Fig. 1: run 1, sequential cells grouped by signal name
Drawn at 4 px/um. Other sequential cells in the stronger grey, the rest of the logic in the fainter grey.
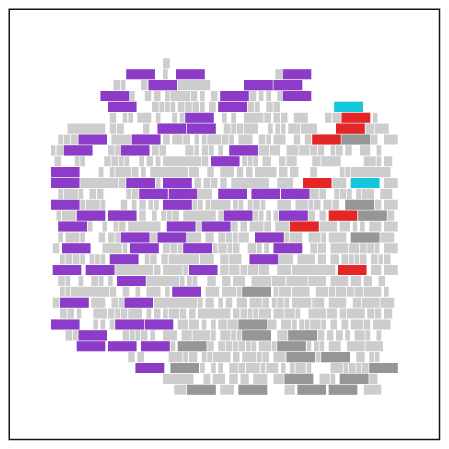
Fig. 2: run 1, track usage over the die
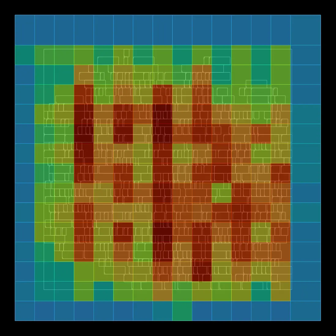
Fig. 3: run 1, selected gate families
Drawn at 2 px/um.
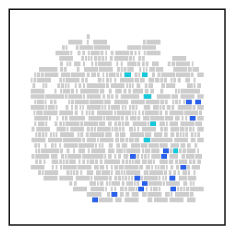
File: src/rtl/conv_code_pkg.sv
// Shared definitions for the K=3 rate-1/2 convolutional code (G0=111, G1=101).
// The encoder and the Viterbi decoder both use conv_sym so they cannot diverge.
package conv_code_pkg;

   localparam int K         = 3;
   localparam int M         = K - 1;
   localparam int SYM_W     = 2;
   localparam int MAX_FRAME = 62;
   localparam int CNT_W     = $clog2(MAX_FRAME + 3);
   localparam int IDX_W     = $clog2(MAX_FRAME);

   localparam logic [K-1:0] G0 = 3'b111;
   localparam logic [K-1:0] G1 = 3'b101;

   typedef enum logic [1:0] {
      S_LOAD = 2'd0,
      S_EMIT = 2'd1,
      S_DONE = 2'd2
   } enc_state_t;

   // state[1] is the oldest bit; the result is {G0 parity, G1 parity}
   function automatic logic [SYM_W-1:0] conv_sym(input logic [M-1:0] state, input logic b);
      logic [K-1:0] r;
      r = {state, b};
      return {^(r & G0), ^(r & G1)};
   endfunction

endpackage

File: src/rtl/conv_enc_core.sv
// Shift register plus parity function of the convolutional code.
// The symbol output is combinational from the current register and bit_in.
module conv_enc_core
   import conv_code_pkg::*;
(
   input  logic             clk,
   input  logic             rst_n,
   input  logic             clear,
   input  logic             en,
   input  logic             bit_in,
   output logic [SYM_W-1:0] sym
);

   logic [M-1:0] sr_q;
   logic [M-1:0] sr_d;

   // Clear wins over shift so a new frame always starts from state 0
   always_comb begin
      sr_d = sr_q;
      if (clear) begin
         sr_d = '0;
      end else if (en) begin
         sr_d = {sr_q[M-2:0], bit_in};
      end
   end

   // Shift register storage with synchronous active-low reset
   always_ff @(posedge clk) begin
      if (!rst_n) begin
         sr_q <= '0;
      end else begin
         sr_q <= sr_d;
      end
   end

   assign sym = conv_sym(sr_q, bit_in);

endmodule

File: src/rtl/conv_frame_encoder.sv
// Frame-based rate-1/2 convolutional encoder: buffers a frame of data bits,
// then emits one coded symbol per bit followed by two zero-tail symbols.
module conv_frame_encoder
   import conv_code_pkg::*;
(
   input  logic             clk,
   input  logic             rst_n,
   input  logic             in_valid,
   input  logic             in_bit,
   input  logic             in_last,
   output logic             in_ready,
   input  logic [SYM_W-1:0] sym_flip,
   output logic             sym_valid,
   output logic [SYM_W-1:0] sym_out,
   input  logic             sym_ready,
   output logic             sym_last,
   output logic             busy,
   output logic             frame_done
);

   enc_state_t             state_q, state_d;
   logic [CNT_W-1:0]       bit_cnt_q, bit_cnt_d;
   logic [CNT_W-1:0]       frame_len_q, frame_len_d;
   logic [CNT_W-1:0]       emit_idx_q, emit_idx_d;
   logic [MAX_FRAME-1:0]   bit_buf_q, bit_buf_d;
   logic                   sym_valid_q, sym_valid_d;
   logic [SYM_W-1:0]       sym_out_q, sym_out_d;
   logic                   sym_last_q, sym_last_d;

   logic                   core_clear;
   logic                   core_en;
   logic                   cur_bit;
   logic [SYM_W-1:0]       core_sym;
   logic [CNT_W-1:0]       last_idx;
   logic                   sym_fire;
   logic                   sym_load;

   assign last_idx = frame_len_q + CNT_W'(1);
   assign cur_bit  = (emit_idx_q < frame_len_q) ? bit_buf_q[emit_idx_q[IDX_W-1:0]] : 1'b0;
   assign sym_fire = sym_valid_q && sym_ready;
   assign sym_load = (state_q == S_EMIT) && (!sym_valid_q || sym_ready) && (emit_idx_q <= last_idx);

   conv_enc_core u_core (
      .clk    (clk),
      .rst_n  (rst_n),
      .clear  (core_clear),
      .en     (core_en),
      .bit_in (cur_bit),
      .sym    (core_sym)
   );

   // Next-state logic: load bits, emit symbols through the output register, then signal done
   always_comb begin
      state_d     = state_q;
      bit_cnt_d   = bit_cnt_q;
      frame_len_d = frame_len_q;
      emit_idx_d  = emit_idx_q;
      bit_buf_d   = bit_buf_q;
      sym_valid_d = sym_valid_q;
      sym_out_d   = sym_out_q;
      sym_last_d  = sym_last_q;
      core_clear  = 1'b0;
      core_en     = 1'b0;
      case (state_q)
         S_LOAD: begin
            if (in_valid) begin
               bit_buf_d[bit_cnt_q[IDX_W-1:0]] = in_bit;
               bit_cnt_d = bit_cnt_q + CNT_W'(1);
               if (in_last || (bit_cnt_q == CNT_W'(MAX_FRAME - 1))) begin
                  frame_len_d = bit_cnt_q + CNT_W'(1);
                  emit_idx_d  = '0;
                  core_clear  = 1'b1;
                  state_d     = S_EMIT;
               end
            end
         end
         S_EMIT: begin
            if (sym_fire) begin
               sym_valid_d = 1'b0;
               if (sym_last_q) begin
                  sym_last_d = 1'b0;
                  state_d    = S_DONE;
               end
            end
            if (sym_load) begin
               sym_out_d   = core_sym ^ sym_flip;
               sym_valid_d = 1'b1;
               sym_last_d  = (emit_idx_q == last_idx);
               emit_idx_d  = emit_idx_q + CNT_W'(1);
               core_en     = 1'b1;
            end
         end
         S_DONE: begin
            bit_cnt_d = '0;
            state_d   = S_LOAD;
         end
         default: begin
            state_d = S_LOAD;
         end
      endcase
   end

   // State and datapath registers with synchronous active-low reset
   always_ff @(posedge clk) begin
      if (!rst_n) begin
         state_q     <= S_LOAD;
         bit_cnt_q   <= '0;
         frame_len_q <= '0;
         emit_idx_q  <= '0;
         bit_buf_q   <= '0;
         sym_valid_q <= 1'b0;
         sym_out_q   <= '0;
         sym_last_q  <= 1'b0;
      end else begin
         state_q     <= state_d;
         bit_cnt_q   <= bit_cnt_d;
         frame_len_q <= frame_len_d;
         emit_idx_q  <= emit_idx_d;
         bit_buf_q   <= bit_buf_d;
         sym_valid_q <= sym_valid_d;
         sym_out_q   <= sym_out_d;
         sym_last_q  <= sym_last_d;
      end
   end

   assign in_ready   = (state_q == S_LOAD);
   assign busy       = (state_q == S_EMIT);
   assign frame_done = (state_q == S_DONE);
   assign sym_valid  = sym_valid_q;
   assign sym_out    = sym_out_q;
   assign sym_last   = sym_last_q;

endmodule

File: config.mk
export PLATFORM = sky130hd
export DESIGN_NAME = conv_frame_encoder
export DESIGN_NICKNAME = d
export VERILOG_FILES = /design/src/rtl/conv_code_pkg.sv /design/src/rtl/conv_enc_core.sv /design/src/rtl/conv_frame_encoder.sv
export SDC_FILE = /design/constraint.sdc
export NUM_CORES = 1
export LEC_CHECK = 0
export CAP_MARGIN = 5
export CORE_MARGIN = 10
export CORE_UTILIZATION = 65
export CTS_BUF_LIST = sky130_fd_sc_hd__clkbuf_8
export CTS_CLUSTER_SIZE = 28
export DETAILED_ROUTE_END_ITERATION = 12
export PLACE_DENSITY = 0.94
export SLEW_MARGIN = 20
export SYNTH_ARGS = -nofsm -noshare
export SYNTH_HDL_FRONTEND = slang
export SYNTH_SLANG_ARGS = --single-unit
File: constraint.sdc
create_clock -name clk -period 4.6 [get_ports clk]
set_input_delay 0.92 -clock clk [delete_from_list [all_inputs] [get_ports clk]]
set_output_delay 0.92 -clock clk [all_outputs]
set_load 0.01 [all_outputs]
==> flow_summary.html, run 1 <==
<h2>Implementation results</h2>
<table>
<tr><th>Metric</th><th>Value</th></tr>
<tr><th colspan="2">Status</th></tr>
<tr><td>Outcome</td><td>finished clean</td></tr>
<tr><th colspan="2">Power and ir drop</th></tr>
<tr><td>Cell leakage power</td><td>1.886 nW</td></tr>
<tr><td>Share of total power consumed by net switching</td><td>0.2521</td></tr>
<tr><td>Internal Dissipation</td><td>0.001151 W</td></tr>
<tr><td>Fraction of power consumed by the clock network</td><td>0.377</td></tr>
<tr><td>VDD IR-drop max</td><td>0.2115 mV</td></tr>
<tr><td>Reg power frac</td><td>0.528</td></tr>
<tr><td>Switching Power</td><td>roughly 0.00039 W</td></tr>
<tr><td>Pwr/cell area</td><td>290.9 mW/mm2</td></tr>
<tr><th colspan="2">Routing</th></tr>
<tr><td>Uppermost routed layer</td><td>met4</td></tr>
<tr><td>First-pass iteration count of the detailed router</td><td>6</td></tr>
<tr><td>Detailed-routing wirelength on met1</td><td>4629 um</td></tr>
<tr><td>Detailed-routed wire length on met2</td><td>6112 um</td></tr>
<tr><td>Number of violations reported at the end of detailed-routing iteration 0</td><td>460</td></tr>
<tr><td>Number of nets with antenna violations after detailed routing</td><td>0</td></tr>
<tr><td>Total routed wirelength</td><td>approximately 12,000 um</td></tr>
<tr><td>DRC violations left</td><td>0</td></tr>
<tr><td>Vias</td><td>4,384</td></tr>
<tr><td>Via/cell ratio</td><td>between 6 and 7</td></tr>
<tr><th colspan="2">Worst setup path</th></tr>
<tr><td>Flop-to-flop setup slack</td><td>1.66 ns</td></tr>
<tr><td>Required time at the endpoint of the critical path</td><td>~5 ns</td></tr>
<tr><td>Setup Crit Path Kind</td><td>reg -&gt; reg</td></tr>
<tr><td>Arrival time at the worst endpoint</td><td>~3.3 ns</td></tr>
<tr><td>Worst flop-to-flop path endpoint</td><td>emit_idx_q[6]</td></tr>
<tr><td>Cell depth of the worst flop-to-flop path</td><td>11</td></tr>
<tr><td>Startpoint type of the worst setup path</td><td>flop</td></tr>
<tr><th colspan="2">STA</th></tr>
<tr><td>Clock period minus worst slack</td><td>2.940 ns</td></tr>
<tr><td>RSZ-0062 raised after global routing</td><td>no</td></tr>
<tr><td>Worst hold slack across all endpoints</td><td>0.4574 ns</td></tr>
<tr><td>Final Hold Fails</td><td>0</td></tr>
<tr><td>Worst slew margin</td><td>0.3059</td></tr>
<tr><td>Worst clock skew on the final layout</td><td>approximately 0.0064 ns</td></tr>
<tr><td>Tightest Pin Transition</td><td>approximately 1.0 ns</td></tr>
<tr><td>Final tally of max-slew violations</td><td>0</td></tr>
<tr><td>Final period util</td><td>0.6392</td></tr>
<tr><th colspan="2">Min path</th></tr>
<tr><td>WHS Path Cells</td><td>2</td></tr>
<tr><td>Type of the most critical hold path</td><td>reg -&gt; reg</td></tr>
<tr><td>Startpoint of the most critical hold path</td><td>bit_buf_q[19]</td></tr>
<tr><th colspan="2">Synth</th></tr>
<tr><td>Most repeated cell in the gate-level netlist after synthesis</td><td>nand2_1</td></tr>
<tr><td>Post-synth top flop</td><td>dfxtp_1</td></tr>
<tr><td>Main area contributors</td><td>dfxtp_1 (37%), nand2_1 (9.0%), a21oi_1 (6.9%)</td></tr>
<tr><td>Cell variety after synth</td><td>51</td></tr>
<tr><td>Post-synthesis async set-or-reset flop share</td><td>0</td></tr>
<tr><td>Synth Register Bits</td><td>91</td></tr>
<tr><td>Gate count of the mapped netlist</td><td>615</td></tr>
<tr><td>Synth Cell Area</td><td>0.004940 mm2</td></tr>
<tr><td>Number of synthesized flops with an enable pin</td><td>0</td></tr>
<tr><td>Number of nets at floorplan</td><td>about 640</td></tr>
<tr><td>Yosys-reported design area after synthesis</td><td>0.004940 mm2</td></tr>
<tr><td>Avg Synthesized Cell Area</td><td>8.032 um2</td></tr>
<tr><td>Total number of yosys warnings</td><td>0</td></tr>
<tr><th colspan="2">GRT</th></tr>
<tr><td>Maximum number of pins on one net before global-route repair</td><td>66</td></tr>
<tr><td>Number of global-route vias before repair</td><td>about 4,200</td></tr>
<tr><td>First-pass GRT wire length</td><td>19,820 um</td></tr>
<tr><th colspan="2">Clocking</th></tr>
<tr><td>H-tree levels</td><td>3</td></tr>
<tr><td>TritonCTS sink count</td><td>91</td></tr>
<tr><td>Clock Path Buffers</td><td>2</td></tr>
<tr><td>Root buffer cell</td><td>clkbuf_8</td></tr>
<tr><td>Number of buffers inserted for hold repair after clock tree synthesis</td><td>0</td></tr>
<tr><td>Clock tree from TritonCTS</td><td>yes</td></tr>
<tr><td>Number of post-CTS setup repair buffers</td><td>0</td></tr>
<tr><td>Cts bufs inserted</td><td>9</td></tr>
<tr><th colspan="2">Floorplanning</th></tr>
<tr><td>Number of top-level pins</td><td>15</td></tr>
<tr><td>Die area</td><td>around 0.011 mm2</td></tr>
<tr><td>Die x size</td><td>107.2 um</td></tr>
<tr><td>Placement Rows</td><td>31</td></tr>
<tr><td>FP Core Util</td><td>0.6738</td></tr>
<tr><td>Die height</td><td>107.2 um</td></tr>
<tr><th colspan="2">Placed design</th></tr>
<tr><td>Final GP Congestion</td><td>0.8749</td></tr>
<tr><td>Placed instance area</td><td>between 0.005 and 0.006 mm2</td></tr>
<tr><td>DPL Wire Length</td><td>a little under 8000 um</td></tr>
<tr><th colspan="2">Cells and area</th></tr>
<tr><td>Antenna cells</td><td>0</td></tr>
<tr><td>Final layout net count</td><td>between 600 and 700</td></tr>
<tr><td>Syn-to-layout area delta</td><td>7.143%</td></tr>
<tr><td>Layout cells sized above 1</td><td>0.06988</td></tr>
<tr><th colspan="2">Job</th></tr>
<tr><td>Tool warning count</td><td>29</td></tr>
</table>
About Fig. 1:
legend:
  `u_core.sr_q`:
    colour: cyan
    sequential_cells: 2
  `emit_idx_q`:
    colour: red
    sequential_cells: 7
    where: middle right
  `bit_buf_q`:
    colour: purple
    sequential_cells: 62
not coloured: 20

About Fig. 2:
total global routing track utilization: 0.2111
global-route track usage on met3: 0.05689
WL per Instance: 17.32 um
GR Util met1: 0.2319
Global Route met2 Usage: 0.3739

About Fig. 3:
legend:
  xor and xnor cells:
    colour: blue
    cells: 14
    most_used: xnor2_1
  non-inverting ao/oa cells:
    colour: cyan
    cells: 6

-- run 1: worst max-delay path: stages (launching register included) --
cell     delay [ns]
dfxtp_1        0.45
ha_1           0.26
nand3_1        0.11
xnor2_1        0.15
ha_1           0.30
a21o_1         0.16
a21oi_1        0.15
nor2b_1        0.07
o31ai_1        0.33
a21oi_1        0.31
or3_1          0.43
a21oi_1        0.15
-- run 1: layout make-up --
cell class / count / area (um2)
fill: 527 / 2038
timing repair buffer: 25 / 217.7
inverter: 17 / 65.06
tap: 99 / 123.9
clock buffer: 9 / 123.9
clock inverter: 5 / 78.83
sequential: 91 / 1822
multi-input combinational: 454 / 2861
-- run 1: cells by family after synthesis --
kind of cell | Yosys count | share of synthesized area
and+or+nand+nor | 279 | 0.2601
AOI/OAI and AO/OA | 104 | 0.1274
DFF | 91 | 0.3688
buffers and inverters | 70 | 0.05800
muxes | 39 | 0.1152
adders and majority gates | 18 | 0.04559
xor gates and xnor gates | 14 | 0.02482
-- run 1: power by group through the flow --
| stage | registers, W | clock network (W) | logic (W) |
|---|---|---|---|
| after floorplan | 0.000825 | 0 | 0.000104 |
| after global placement | 0.000829 | 0 | 0.000135 |
| after detailed placement | 0.000830 | 0 | 0.000141 |
| after CTS | 0.000811 | 0.000580 | 0.000143 |
| after global routing | 0.000815 | 0.000614 | 0.000159 |
| final | 0.000813 | 0.000581 | 0.000146 |
-- run 1: per-layer routing --
layer	up-vias	track usage
met2	195	0.3739
met3	41	0.05689
li1	2094	-
met5	-	0
met4	0	0.08897
met1	2054	0.2319
-- run 1: sequential cells by signal, summed over array words and instances, names as in the netlist --
register / flops
u_core.sr_q: 2
bit_buf_q: 62
sym_last: 1
sym_out: 2
emit_idx_q: 7
frame_len_q: 7
bit_cnt_q: 7
sym_valid: 1
state_q: 2
-- run 1: metrics by stage --
stage	setup slack (ns)	util	cells	total power, W
after floorplan	2.022	-	615	0.0009287
after global placement	1.520	0.6918	686	0.0009636
after detailed placement	1.348	0.6918	686	0.0009707
after CTS	1.678	0.7194	700	0.001534
after global routing	1.449	0.7220	700	0.001588
final	1.660	0.7220	700	0.001539
-- run 1: placed cells by master, fill, tap and decap left out, drive strengths merged, types with 3 or more instances in the layout --
cell type        n
nand2          118
xnor2           11
buf             12
nor3b            6
xor2             3
nand3           59
or3              6
and3             3
nand4            9
nor2b            4
inv             17
nand3b           3
and2             3
nand2b           5
o21ai           11
dfxtp           91
mux2i           25
clkinv           3
clkdlybuf4s50   13
nor3             6
a211oi          10
a21oi           68
ha              18
mux4            12
clkbuf           9
nor2            46
-- run 1: worst max path at each step --
stage / end / startpoint / cells past startpoint
finish: emit_idx_q[6] / frame_len_q[0] / 11
detailed placement: bit_buf_q[26] / in_valid / 6
floorplan: emit_idx_q[4] / frame_len_q[0] / 12
CTS: emit_idx_q[6] / frame_len_q[0] / 11
global route: emit_idx_q[6] / frame_len_q[2] / 11
global placement: bit_buf_q[58] / in_valid / 6
==> run 2: changes to the inputs <==
- CORE_UTILIZATION: 65 -> 64
- PLACE_DENSITY: 0.94 -> 0.92
- clock period: 4.6 -> 2.95 ns (I/O delays scaled with it)
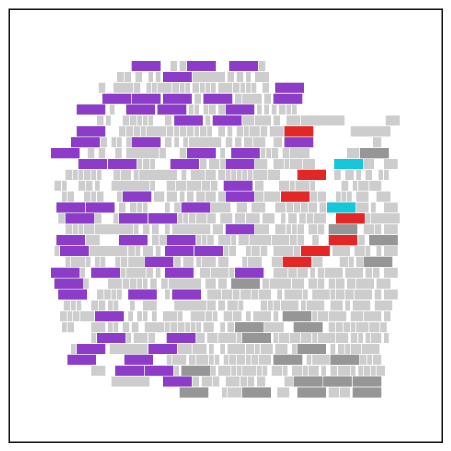
Fig. 4. Sequential cells grouped by signal name (run 2).
Drawn at 4 px/um. Other sequential cells in the stronger grey, the rest of the logic in the fainter grey.
legend:
  `bit_buf_q`:
    colour: purple
    sequential_cells: 62
  `u_core.sr_q`:
    colour: cyan
    sequential_cells: 2
  `emit_idx_q`:
    colour: red
    sequential_cells: 7
not coloured: 20

==> run 2 against run 1 <==
Synthesized cell count did not move. Area after synthesis did not move. Combinational power rose by 65%. Hold slack got worse by 0.0016 ns. Critical path type unchanged. Largest cell class unchanged.
==> flow_summary.html, run 2 <==
<h2>Implementation results</h2>
<table>
<tr><th>Metric</th><th>Value</th></tr>
<tr><th colspan="2">Synth</th></tr>
<tr><td>Synth Register Bits</td><td>91</td></tr>
<tr><td>Number of synthesized flops with an enable pin</td><td>0</td></tr>
<tr><td>Synth Cell Area</td><td>roughly 0.0049 mm2</td></tr>
<tr><td>Most repeated cell in the gate-level netlist after synthesis</td><td>nand2_1</td></tr>
<tr><td>Avg Synthesized Cell Area</td><td>8.032 um2</td></tr>
<tr><td>Cell variety after synth</td><td>about 51</td></tr>
<tr><td>Post-synthesis async set-or-reset flop share</td><td>0</td></tr>
<tr><td>Number of nets at floorplan</td><td>roughly 640</td></tr>
<tr><th colspan="2">Placed design</th></tr>
<tr><td>Final GP Congestion</td><td>0.8944</td></tr>
<tr><td>Placed instance area</td><td>0.005196 mm2</td></tr>
<tr><th colspan="2">STA</th></tr>
<tr><td>Worst hold slack across all endpoints</td><td>0.4558 ns</td></tr>
<tr><td>Final tally of max-slew violations</td><td>0</td></tr>
<tr><td>Final period util</td><td>0.9363</td></tr>
<tr><td>Worst slew margin</td><td>0.5308</td></tr>
<tr><td>Tightest Pin Transition</td><td>0.7037 ns</td></tr>
<tr><th colspan="2">Worst setup path</th></tr>
<tr><td>Required time at the endpoint of the critical path</td><td>3.25 ns</td></tr>
<tr><td>Worst flop-to-flop path endpoint</td><td>emit_idx_q[3]</td></tr>
<tr><td>CP peak stage delay</td><td>0.42 ns</td></tr>
<tr><td>Arrival time at the worst endpoint</td><td>approximately 3 ns</td></tr>
<tr><td>Buffering stage count on the worst path with inverters included</td><td>1</td></tr>
<tr><td>Critical path, cell by cell</td><td>inv_1, nor3_1, nand3_1, xnor2_1, ha_1, a21oi_1, nor2b_1, o31ai_2, a21oi_2, or3_1, a21oi_1</td></tr>
<tr><td>Flop-to-flop setup slack</td><td>0.19 ns</td></tr>
<tr><th colspan="2">Clocking</th></tr>
<tr><td>Clock tree from TritonCTS</td><td>yes</td></tr>
<tr><td>Root buffer cell</td><td>clkbuf_8</td></tr>
<tr><td>Cts bufs inserted</td><td>9</td></tr>
<tr><td>TritonCTS sink count</td><td>91</td></tr>
<tr><th colspan="2">Routing</th></tr>
<tr><td>Via/cell ratio</td><td>6.117</td></tr>
<tr><td>Vias</td><td>4,386</td></tr>
<tr><th colspan="2">Floorplanning</th></tr>
<tr><td>Die area</td><td>0.01163 mm2</td></tr>
<tr><td>Number of top-level pins</td><td>15</td></tr>
<tr><td>Die x size</td><td>107.9 um</td></tr>
<tr><td>Placement Rows</td><td>31</td></tr>
<tr><td>FP Core Util</td><td>0.6703</td></tr>
<tr><th colspan="2">Cells and area</th></tr>
<tr><td>Most common logic cells in the final layout</td><td>nand2_1 (118), dfxtp_1 (91), a21oi_1 (67)</td></tr>
<tr><td>Finished Core Util</td><td>0.7324</td></tr>
<tr><td>Antenna cells</td><td>0</td></tr>
<tr><td>Final layout net count</td><td>639</td></tr>
<tr><td>Syn-to-layout area delta</td><td>9.271%</td></tr>
<tr><td>Most flop-heavy register</td><td>bit_buf_q</td></tr>
<tr><th colspan="2">Job</th></tr>
<tr><td>Tool warning count</td><td>28</td></tr>
<tr><th colspan="2">Min path</th></tr>
<tr><td>Startpoint of the most critical hold path</td><td>bit_buf_q[39]</td></tr>
<tr><td>Type of the most critical hold path</td><td>reg -&gt; reg</td></tr>
<tr><th colspan="2">GRT</th></tr>
<tr><td>Number of global-route vias before repair</td><td>approximately 4,200</td></tr>
<tr><td>First-pass GRT wire length</td><td>around 19,000 um</td></tr>
<tr><td>Total global routing track utilization</td><td>0.2029</td></tr>
<tr><th colspan="2">Power and ir drop</th></tr>
<tr><td>Switching Power</td><td>0.0006178 W</td></tr>
<tr><td>Share of total power consumed by net switching</td><td>0.2633</td></tr>
<tr><th colspan="2">Status</th></tr>
<tr><td>Outcome</td><td>finished clean</td></tr>
</table>
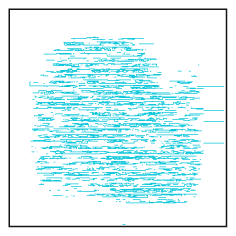
Fig. 5. Metal 1 (run 2).
Drawn at 2 px/um.
longest straight run: 36.3 um
wire length on this layer: 4,900 um
share of all routed wire: 42%

-- run 2: power groups by stage --
stage | combinational [W] | sequential [W] | clock [W]
after floorplan | 0.000162 | 0.00129 | 0
after global placement | 0.000225 | 0.00129 | 0
after detailed placement | 0.000234 | 0.00129 | 0
after CTS | 0.000235 | 0.00127 | 0.000843
after global routing | 0.000265 | 0.00127 | 0.000894
final | 0.000241 | 0.00127 | 0.000839
-- run 2: layout make-up --
class,count,area (um2),area share
clock buffers,9,123.9,0.02295
clock inverters,7,68.82,0.01275
inverters,17,63.81,0.01182
multi-input cells,454,2853,0.5285
flip-flops and latches,91,1822,0.3375
well taps,99,123.9,0.02295
repair buffers,40,342.8,0.06351
-- run 2: repair_timing --
item                       in CTS  in global routing
resized                         0                  2
setup endpoints to repair       0                  8
hold buffers                    0                  0
-- run 2: tightest hold or removal path, stage by stage (launching register included) --
cell and delay [ns]:
dfxtp_1 0.31, nand2_1 0.05, a21oi_1 0.05
-- run 2: kinds of logic (layout without fill, tap and decap cells) --
group | after synthesis | after routing | synth area share
multiplexers | 39 | 39 | 0.1152
buffers and inverters | 70 | 73 | 0.05800
XOR/XNOR | 14 | 14 | 0.02482
flip-flops | 91 | 91 | 0.3688
adder cells (fa/ha/maj) | 18 | 18 | 0.04559
AND-OR/OR-AND | 104 | 104 | 0.1274
AND/OR/NAND/NOR | 279 | 279 | 0.2601
-- run 2: metal layers --
layer	wire length [um]	track usage	vias to the layer above
li1	-	-	2122
met1	4903	0.2391	2077
met2	5836	0.3482	156
met3	624	0.03234	31
met4	302	0.1021	0
met5	0	0	-
-- run 2: per-stage QoR --
stage                     std cells  power, W  setup slack [ns]
final                           717  0.002346            0.1878
after global routing            717  0.002427          -0.03820
after CTS                       717  0.002343           0.08135
after detailed placement        701  0.001529            0.1110
after global placement          701  0.001517            0.2701
after floorplan                 615  0.001448            0.3715
-- run 2: worst max-delay path by stage --
| stage | from | end | slack [ns] | depth (start not counted) |
|---|---|---|---|---|
| 2_1_floorplan | frame_len_q[0] | emit_idx_q[4] | 0.37 | 12 |
| 3_3_place_gp | frame_len_q[0] | emit_idx_q[5] | 0.27 | 11 |
| 3_5_place_dp | frame_len_q[2] | emit_idx_q[3] | 0.11 | 11 |
| 4_1_cts | frame_len_q[2] | emit_idx_q[3] | 0.08 | 11 |
| 5_1_grt | frame_len_q[2] | emit_idx_q[3] | -0.04 | 11 |
| 6_report | frame_len_q[2] | emit_idx_q[3] | 0.19 | 11 |
==> run 3: changes to the inputs <==
- SLEW_MARGIN: 20 -> not set
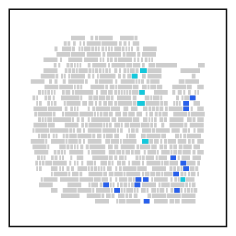
Fig. 6. Selected gate families (run 3).
Drawn at 2 px/um.
legend:
  non-inverting ao/oa cells:
    colour: cyan
    cells: 6
  xor and xnor cells:
    colour: blue
    cells: 14
    most_used: xnor2_1

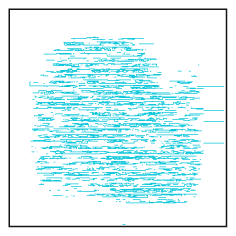
Fig. 7. Metal 1 (run 3).
Drawn at 2 px/um.
wire length on this layer: 4,900 um
main direction: horizontal
share of all routed wire: 42%

==> run 3 against run 2 <==
Die area is the same. Clock power about the same. Maximum frequency did not move. Hold slack stayed put. Critical path depth unchanged. Sequential share of layout area did not move. Critical endpoint unchanged. Largest power group unchanged. Highest routed layer unchanged.
==> flow_summary.html, run 3 <==
<h2>Implementation results</h2>
<table>
<tr><th>Metric</th><th>Value</th></tr>
<tr><th colspan="2">Status</th></tr>
<tr><td>Outcome</td><td>finished clean</td></tr>
<tr><th colspan="2">Worst setup path</th></tr>
<tr><td>Buffering stage count on the worst path with inverters included</td><td>1</td></tr>
<tr><td>Cell depth of the worst flop-to-flop path</td><td>11</td></tr>
<tr><td>Critical path, cell by cell</td><td>inv_1, nor3_1, nand3_1, xnor2_1, ha_1, a21oi_1, nor2b_1, o31ai_2, a21oi_2, or3_1, a21oi_1</td></tr>
<tr><td>Arrival time at the worst endpoint</td><td>3.06 ns</td></tr>
<tr><td>Crit path max-delay family</td><td>simple AND/OR/NAND/NOR gates</td></tr>
<tr><td>Setup Crit Path Kind</td><td>reg -&gt; reg</td></tr>
<tr><td>CP most frequent cell</td><td>a21oi_1</td></tr>
<tr><td>Worst flop-to-flop path endpoint</td><td>emit_idx_q[3]</td></tr>
<tr><td>CP peak stage delay</td><td>0.42 ns</td></tr>
<tr><td>Cell with the largest stage delay on the worst path</td><td>dfxtp_1</td></tr>
<tr><td>Flop-to-flop setup slack</td><td>about 0.19 ns</td></tr>
<tr><th colspan="2">STA</th></tr>
<tr><td>Tightest Pin Transition</td><td>0.7037 ns</td></tr>
<tr><td>Final period util</td><td>0.9363</td></tr>
<tr><td>Final Hold Fails</td><td>0</td></tr>
<tr><td>Worst slew margin</td><td>0.5308</td></tr>
<tr><td>Clock period minus worst slack</td><td>around 2.8 ns</td></tr>
<tr><td>Final tally of max-slew violations</td><td>0</td></tr>
<tr><th colspan="2">Cells and area</th></tr>
<tr><td>Layout cells sized above 1</td><td>0.09709</td></tr>
<tr><td>Final layout net count</td><td>639</td></tr>
<tr><td>Finished Core Util</td><td>0.7324</td></tr>
<tr><td>Most flop-heavy register</td><td>bit_buf_q</td></tr>
<tr><td>Most common logic cells in the final layout</td><td>nand2_1 (118), dfxtp_1 (91), a21oi_1 (67)</td></tr>
<tr><td>Antenna cells</td><td>0</td></tr>
<tr><td>Syn-to-layout area delta</td><td>9.271%</td></tr>
<tr><td>Max reg flops</td><td>62</td></tr>
<tr><td>Most frequent standard cell in the layout excluding fill and tap cells</td><td>nand2_1</td></tr>
<tr><th colspan="2">Synth</th></tr>
<tr><td>Number of synthesized flops with an enable pin</td><td>0</td></tr>
<tr><td>Total number of yosys warnings</td><td>0</td></tr>
<tr><td>Gate count of the mapped netlist</td><td>615</td></tr>
<tr><td>Avg Synthesized Cell Area</td><td>8.032 um2</td></tr>
<tr><td>Most repeated cell in the gate-level netlist after synthesis</td><td>nand2_1</td></tr>
<tr><td>Cell variety after synth</td><td>51</td></tr>
<tr><td>Synth Cell Area</td><td>0.004940 mm2</td></tr>
<tr><td>Main area contributors</td><td>dfxtp_1 (37%), nand2_1 (9.0%), a21oi_1 (6.9%)</td></tr>
<tr><td>Number of nets at floorplan</td><td>641</td></tr>
<tr><td>Synth Register Bits</td><td>slightly above 90</td></tr>
<tr><td>Post-synthesis async set-or-reset flop share</td><td>0</td></tr>
<tr><th colspan="2">Routing</th></tr>
<tr><td>Vias</td><td>~4,400</td></tr>
<tr><td>DRC violations left</td><td>0</td></tr>
<tr><td>Uppermost routed layer</td><td>met4</td></tr>
<tr><td>Detailed-routed wire length on met2</td><td>5836 um</td></tr>
<tr><td>WL per Instance</td><td>16.27 um</td></tr>
<tr><td>Total routed wirelength</td><td>roughly 12,000 um</td></tr>
<tr><td>Number of violations reported at the end of detailed-routing iteration 0</td><td>331</td></tr>
<tr><td>Via/cell ratio</td><td>6.117</td></tr>
<tr><td>Number of nets with antenna violations after detailed routing</td><td>0</td></tr>
<tr><th colspan="2">Floorplanning</th></tr>
<tr><td>Die height</td><td>107.9 um</td></tr>
<tr><td>Die x size</td><td>107.9 um</td></tr>
<tr><td>Number of top-level pins</td><td>15</td></tr>
<tr><td>Die area</td><td>0.01163 mm2</td></tr>
<tr><td>FP Core Util</td><td>0.6703</td></tr>
<tr><td>Placement Rows</td><td>31</td></tr>
<tr><th colspan="2">Clocking</th></tr>
<tr><td>Number of buffers inserted for hold repair after clock tree synthesis</td><td>0</td></tr>
<tr><td>Clock Path Buffers</td><td>2</td></tr>
<tr><td>Root buffer cell</td><td>clkbuf_8</td></tr>
<tr><td>Clock tree from TritonCTS</td><td>yes</td></tr>
<tr><td>TritonCTS sink count</td><td>91</td></tr>
<tr><td>H-tree levels</td><td>3</td></tr>
<tr><th colspan="2">Min path</th></tr>
<tr><td>WHS Path Cells</td><td>2</td></tr>
<tr><td>Startpoint of the most critical hold path</td><td>bit_buf_q[39]</td></tr>
<tr><th colspan="2">Power and ir drop</th></tr>
<tr><td>Cell leakage power</td><td>around 2 nW</td></tr>
<tr><td>Final Power</td><td>between 0.002 and 0.0025 W</td></tr>
<tr><td>VDD IR-drop max</td><td>0.3062 mV</td></tr>
<tr><th colspan="2">GRT</th></tr>
<tr><td>Maximum number of pins on one net before global-route repair</td><td>roughly 82</td></tr>
<tr><td>Total global routing track utilization</td><td>0.2029</td></tr>
<tr><th colspan="2">Job</th></tr>
<tr><td>Tool warning count</td><td>28</td></tr>
<tr><th colspan="2">Placed design</th></tr>
<tr><td>DPL Wire Length</td><td>8152 um</td></tr>
</table>
-- run 3: worst min-delay path: cells and delay by family (launching register included) --
kind	cells	cell delay (ns)
AND/OR/NAND/NOR	1	0.05
AND-OR/OR-AND	1	0.05
flip-flops	1	0.31
-- run 3: how the worst max path moves through the flow --
stage	slack, ns	depth (start not counted)	startpoint	end
after floorplan	0.37	12	frame_len_q[0]	emit_idx_q[4]
after global routing	-0.04	11	frame_len_q[2]	emit_idx_q[3]
after detailed placement	0.11	11	frame_len_q[2]	emit_idx_q[3]
after CTS	0.08	11	frame_len_q[2]	emit_idx_q[3]
after global placement	0.27	11	frame_len_q[0]	emit_idx_q[5]
final	0.19	11	frame_len_q[2]	emit_idx_q[3]
-- run 3: where the power goes --
part | internal [W] | total (W) | switching [W]
clock | 0.000390 | 0.000839 | 0.000449
sequential | 0.00124 | 0.00127 | 0.0000221
combinational | 0.0000944 | 0.000241 | 0.000146
-- run 3: cell type report --
class | count | area (um2)
clock buffer | 9 | 123.9
clock inverter | 7 | 68.82
fill | 523 | 1972
inverter | 17 | 63.81
multi-input combinational | 454 | 2853
sequential | 91 | 1822
tap | 99 | 123.9
timing repair buffer | 40 | 342.8
-- run 3: kinds of logic (layout without fill, tap and decap cells) --
| group | Yosys count | count (layout) | synth area share |
|---|---|---|---|
| simple gates | 279 | 279 | 0.2601 |
| fa+ha+maj | 18 | 18 | 0.04559 |
| xor+xnor | 14 | 14 | 0.02482 |
| buf+inv | 70 | 73 | 0.05800 |
| mux | 39 | 39 | 0.1152 |
| compound gates | 104 | 104 | 0.1274 |
| flops | 91 | 91 | 0.3688 |
-- run 3: per-layer routing --
layer | track usage | vias up
li1 | - | 2122
met1 | 0.2391 | 2077
met2 | 0.3482 | 156
met3 | 0.03234 | 31
met4 | 0.1021 | 0
met5 | 0 | -
-- run 3: what timing repair did --
item,in CTS,in global routing
setup endpoints to repair,0,8
gates resized,0,2
setup buffers,0,0
-- run 3: through the flow --
stage / hold slack, ns / cell area [um2] / setup WS, ns / setup TNS, ns / cells
2_1_floorplan: 0.4313 / 4940 / 0.3715 / 0 / 615
3_3_place_gp: 0.4392 / 5196 / 0.2701 / 0 / 701
3_5_place_dp: 0.4452 / 5196 / 0.1110 / 0 / 701
4_1_cts: 0.4575 / 5389 / 0.08135 / 0 / 717
5_1_grt: 0.4745 / 5398 / -0.03820 / -0.1534 / 717
6_report: 0.4558 / 5398 / 0.1878 / 0 / 717
Power figures rest on the tool's default switching activity, not on a simulated workload.
